==> src/rtl/arith_pkg.sv <==
// Shared arithmetic types and helpers for the pipelined add/subtract core.
package arith_pkg;

    typedef enum logic {
        OP_ADD = 1'b0,
        OP_SUB = 1'b1
    } op_e;

    function automatic int slice_w(input int width, input int stages);
        return (stages > 0) ? width / stages : width;
    endfunction

endpackage

==> src/rtl/adder_slice.sv <==
// Combinational SW-bit ripple adder slice; also exposes the carry into its top bit.
module adder_slice
    import arith_pkg::*;
#(
    parameter int SW = 16
) (
    input  logic [SW-1:0] a,
    input  logic [SW-1:0] b,
    input  logic          cin,
    output logic [SW-1:0] sum,
    output logic          cout,
    output logic          c_msb
);

    assign {cout, sum} = {1'b0, a} + {1'b0, b} + {{SW{1'b0}}, cin};

    // Sum bit = a ^ b ^ carry-in, so the carry into the top bit falls out of the result.
    assign c_msb = sum[SW-1] ^ a[SW-1] ^ b[SW-1];

endmodule

==> src/rtl/pipelined_adder.sv <==
// Pipelined add/subtract: one SW-bit slice resolved per stage, carry registered between stages.
module pipelined_adder
    import arith_pkg::*;
#(
    parameter int WIDTH  = 64,
    parameter int STAGES = 4
) (
    input  logic             clk,
    input  logic             reset,
    input  logic             in_valid,
    output logic             in_ready,
    input  logic [WIDTH-1:0] in_a,
    input  logic [WIDTH-1:0] in_b,
    input  logic             in_cin,
    input  logic             in_sub,
    output logic             out_valid,
    input  logic             out_ready,
    output logic [WIDTH-1:0] out_sum,
    output logic             out_cout,
    output logic             out_ovf
);

    localparam int SW = slice_w(WIDTH, STAGES);

    if (WIDTH < 2 || STAGES < 1 || STAGES > WIDTH || (WIDTH % STAGES) != 0) begin : g_param_check
        $error("pipelined_adder: illegal WIDTH=%0d STAGES=%0d", WIDTH, STAGES);
    end

    logic             vld_q   [STAGES];
    logic [WIDTH-1:0] sum_q   [STAGES];
    logic [WIDTH-1:0] a_q     [STAGES];
    logic [WIDTH-1:0] b_q     [STAGES];
    logic             carry_q [STAGES];
    logic             cmsb_q  [STAGES];

    logic             vld_d   [STAGES];
    logic [WIDTH-1:0] sum_d   [STAGES];
    logic [WIDTH-1:0] a_d     [STAGES];
    logic [WIDTH-1:0] b_d     [STAGES];
    logic             carry_d [STAGES];
    logic             cmsb_d  [STAGES];

    logic adv;
    logic take;
    op_e  op;

    // A single enable freezes the whole pipe, bubbles included, so ordering never changes.
    assign adv      = ~vld_q[STAGES-1] | out_ready;
    assign in_ready = adv & ~reset;
    assign take     = in_valid & in_ready;
    assign op       = in_sub ? OP_SUB : OP_ADD;

    for (genvar k = 0; k < STAGES; k++) begin : g_stage
        logic [WIDTH-1:0] a_src;
        logic [WIDTH-1:0] b_src;
        logic [WIDTH-1:0] sum_src;
        logic [WIDTH-1:0] merged;
        logic             cin_src;
        logic [SW-1:0]    slice_sum;

        if (k == 0) begin : g_head
            assign a_src    = in_a;
            assign b_src    = (op == OP_SUB) ? ~in_b : in_b;
            assign cin_src  = (op == OP_SUB) ? 1'b1 : in_cin;
            assign sum_src  = '0;
            assign vld_d[k] = take;
        end else begin : g_body
            assign a_src    = a_q[k-1];
            assign b_src    = b_q[k-1];
            assign cin_src  = carry_q[k-1];
            assign sum_src  = sum_q[k-1];
            assign vld_d[k] = vld_q[k-1];
        end

        adder_slice #(.SW(SW)) u_slice (
            .a     (a_src[k*SW +: SW]),
            .b     (b_src[k*SW +: SW]),
            .cin   (cin_src),
            .sum   (slice_sum),
            .cout  (carry_d[k]),
            .c_msb (cmsb_d[k])
        );

        always_comb begin
            merged                = sum_src;
            merged[k*SW +: SW]    = slice_sum;
        end

        assign sum_d[k] = merged;
        assign a_d[k]   = a_src;
        assign b_d[k]   = b_src;
    end

    always_ff @(posedge clk) begin
        for (int k = 0; k < STAGES; k++) begin
            if (reset) begin
                vld_q[k]   <= 1'b0;
                sum_q[k]   <= '0;
                a_q[k]     <= '0;
                b_q[k]     <= '0;
                carry_q[k] <= 1'b0;
                cmsb_q[k]  <= 1'b0;
            end else if (adv) begin
                vld_q[k]   <= vld_d[k];
                sum_q[k]   <= sum_d[k];
                a_q[k]     <= a_d[k];
                b_q[k]     <= b_d[k];
                carry_q[k] <= carry_d[k];
                cmsb_q[k]  <= cmsb_d[k];
            end
        end
    end

    assign out_valid = vld_q[STAGES-1];
    assign out_sum   = sum_q[STAGES-1];
    assign out_cout  = carry_q[STAGES-1];
    assign out_ovf   = cmsb_q[STAGES-1] ^ carry_q[STAGES-1];

endmodule

==> config.mk <==
export PLATFORM = sky130hd
export DESIGN_NAME = pipelined_adder
export DESIGN_NICKNAME = d
export VERILOG_FILES = /design/src/rtl/arith_pkg.sv /design/src/rtl/adder_slice.sv /design/src/rtl/pipelined_adder.sv
export SDC_FILE = /design/constraint.sdc
export NUM_CORES = 1
export LEC_CHECK = 0
export CAP_MARGIN = 20
export CORE_UTILIZATION = 40
export CTS_BUF_LIST = sky130_fd_sc_hd__clkbuf_2
export DETAILED_ROUTE_END_ITERATION = 12
export PLACE_DENSITY_LB_ADDON = 0.3
export SLEW_MARGIN = 5
export SYNTH_ARGS = -nofsm -noshare
export SYNTH_HDL_FRONTEND = slang
export SYNTH_SLANG_ARGS = --single-unit
==> constraint.sdc <==
create_clock -name clk -period 15.1 [get_ports clk]
set_clock_uncertainty 0.2 [all_clocks]
set_input_delay 3.02 -clock clk [delete_from_list [all_inputs] [get_ports clk]]
set_output_delay 3.02 -clock clk [all_outputs]
set_load 0.02 [all_outputs]
**Clock routing**

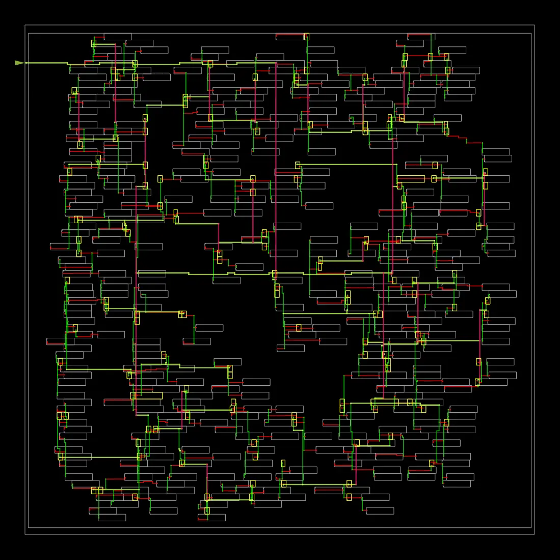
clk pwr: 657 uW
clock latency reported for the late side of the worst-skew pair: 950 ps

**Logic cells by family**

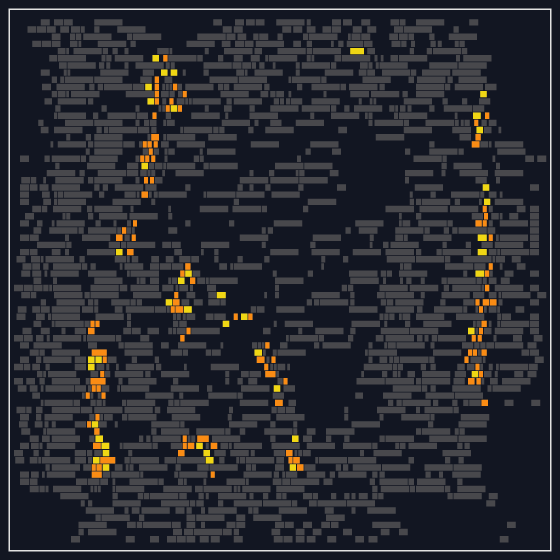
| family | color | cells | most used | where |
|---|---|---|---|---|
| aoi and oai cells | orange | 104 | a21oi_1 | all over the die |
| non-inverting ao/oa cells | yellow | 42 | a21o_1 | all over the die |
most frequent logic cell in the layout: edfxtp_1
tally of non-filler cells in the final layout: 2041

**Nets reached from selected ports**

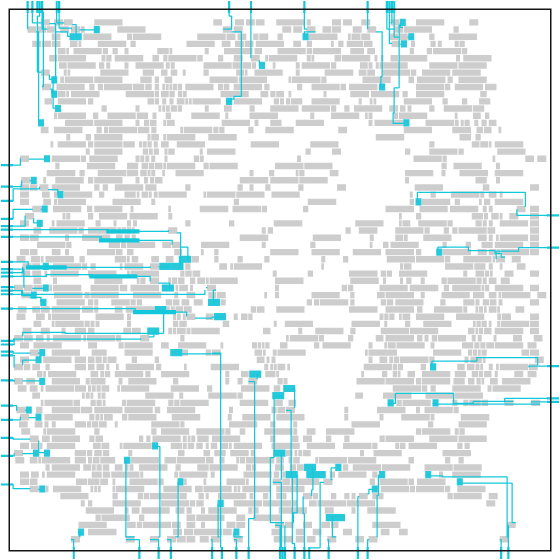
| port | color | bits | direction | edge | end cells | buffers | wire |
|---|---|---|---|---|---|---|---|
| in_a | cyan | 64 | input | 25 left, 19 bottom, 15 top, 5 right | 65 | 64 | 2170 um |

**Clock network drawn from the DEF**

Bar = 50 um.
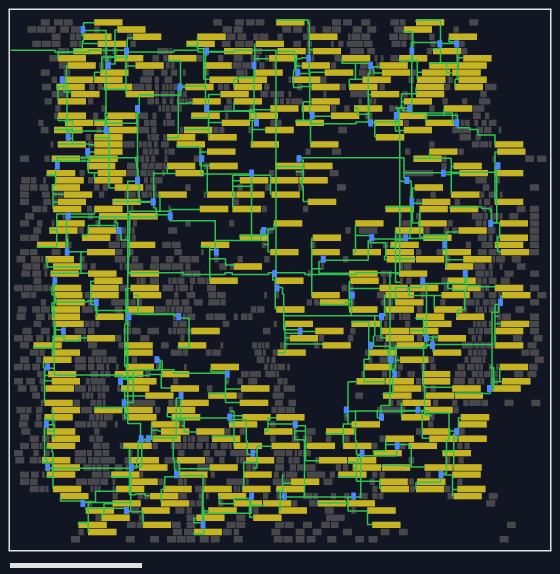
[clock wires] green | length: 5070 um
[clock-net drivers] blue | count: 92
[flip-flops] yellow | count: 361
flops lie: all over the die

==> flow_summary.toml <==
# implementation run metrics
[cts]
cts_root_buf = "clkbuf_2"
post-cts-setup-buffers = 0
cts_inserted_buffers = 92
htree_levels = 3
tritoncts_num_sinks = 361
tritoncts = "done"
maximum_number_of_buffers_from_clock_root_to_sink = 3

[yosys]
syn_area_per_cell_um2 = 13.6
flip_flop_and_latch_count_after_synthesis = 361
most_area_consuming_cells_after_synthesis = "edfxtp_1, and2_1, ha_1"
top_logic_kind = "simple AND/OR/NAND/NOR gates"
synth-main-ff-cell = "edfxtp_1"
synthArstFlopShare_pct = 0
post_synth_ao_oa_area_fraction_pct = 5.96
synthesis.yosys.warnings = 0
synth_area_leader_cell = "edfxtp_1"
yosys.cell_types.count = 58
seq_area_frac_synth_pct = 66.0
mux_cell_area_share_pct = 0.244
yosysCellCount = 1203
xor_share_pct = 5.87

[place]
globalplace.congestion = 0.839
i_o_buffers = 201
place_inst = 1888
placed_area_mm2 = 0.0190

[power_and_ir_drop]
total_power_mw = 2.11
power_leader = "registers"
cellInternalPower_mw = 1.59
combinationalPowerShare_pct = 12.1
power_switching_uw = 526
power_leakage_nw = 8.27
peak_ir_drop_on_the_vdd_network_mv = 0.0447
power.share.clock_pct = 31.1

[critical_path]
critical_path.endpoint_type = "output pin"
critical_path_cell_count = 5
worst_setup_path_endpoint = "in_ready"
crit_path_frequent_cell = "clkdlybuf4s50_1"
crit-reg2reg-launch = "vld_q[3]"
worst_r2r_path_cells = 3
path_delay_family = "buffers and inverters"

[global_routing]
globalRouteMet2Util_pct = 23.9
met3_track_usage_gr_pct = 5.22
busiest_layer_in_global_routing = "met2"
globalRouteTotalUtil_pct = 14.4
grt_start_max_net_pins = 172

[layout]
multi_input_comb_cells = 776
layout.area.comb_mm2 = 0.00535
flop-count = 361
combAreaFraction_pct = 27.0
largest_register_ffs = 160
area_dominant_class = "sequential cells"
reg.largest.list = "sum_q: 160 flops, a_q: 96 flops, b_q: 96 flops"
layout_top_cells = "edfxtp_1, and2_1, clkdlybuf4s50_1"
clockBufferCount = 129
finish.net_count = 1659
seq-cell-share_pct = 54.7
area.growth.synth_to_final_pct = 20.6
layout.cell_area.non_filler_mm2 = 0.0198
flop_area_mm2 = 0.0108
layout_inverter_count_without_the_clock_tree = 19
final-nonclk-buf-share_pct = 10.4
drive_gt1_share_pct = 10.6

[final_timing]
finalCritPeriodShare_pct = 56.5
max_freq_mhz = 117
max_slew_margin_pct = 33.4
final_period_minus_worst_setup_slack_ps = 8530
setup_violations = 0
worstMarginPinSlew_ps = 999

[floorplanning]
fp_util_pct = 40.9
floorplan.die.height_um = 205
core_area_mm2 = 0.0401
top_level_ports = 202
die_area_mm2 = 0.0419
std_cell_rows = 73

[route]
avgViaCountPerCell = 4.74
drt.antenna.violating_nets = 0
initialDrtViolationCount = 522
drc_errors = 0
routedWlPerCell_um = 14.6

[run]
timing.max_cap.violations = 0

[status]
run_status = "finished clean"

[min_path]
timing.hold.worst_path_depth = 1
No activity file was given, so power comes from the tool's default toggle rates.
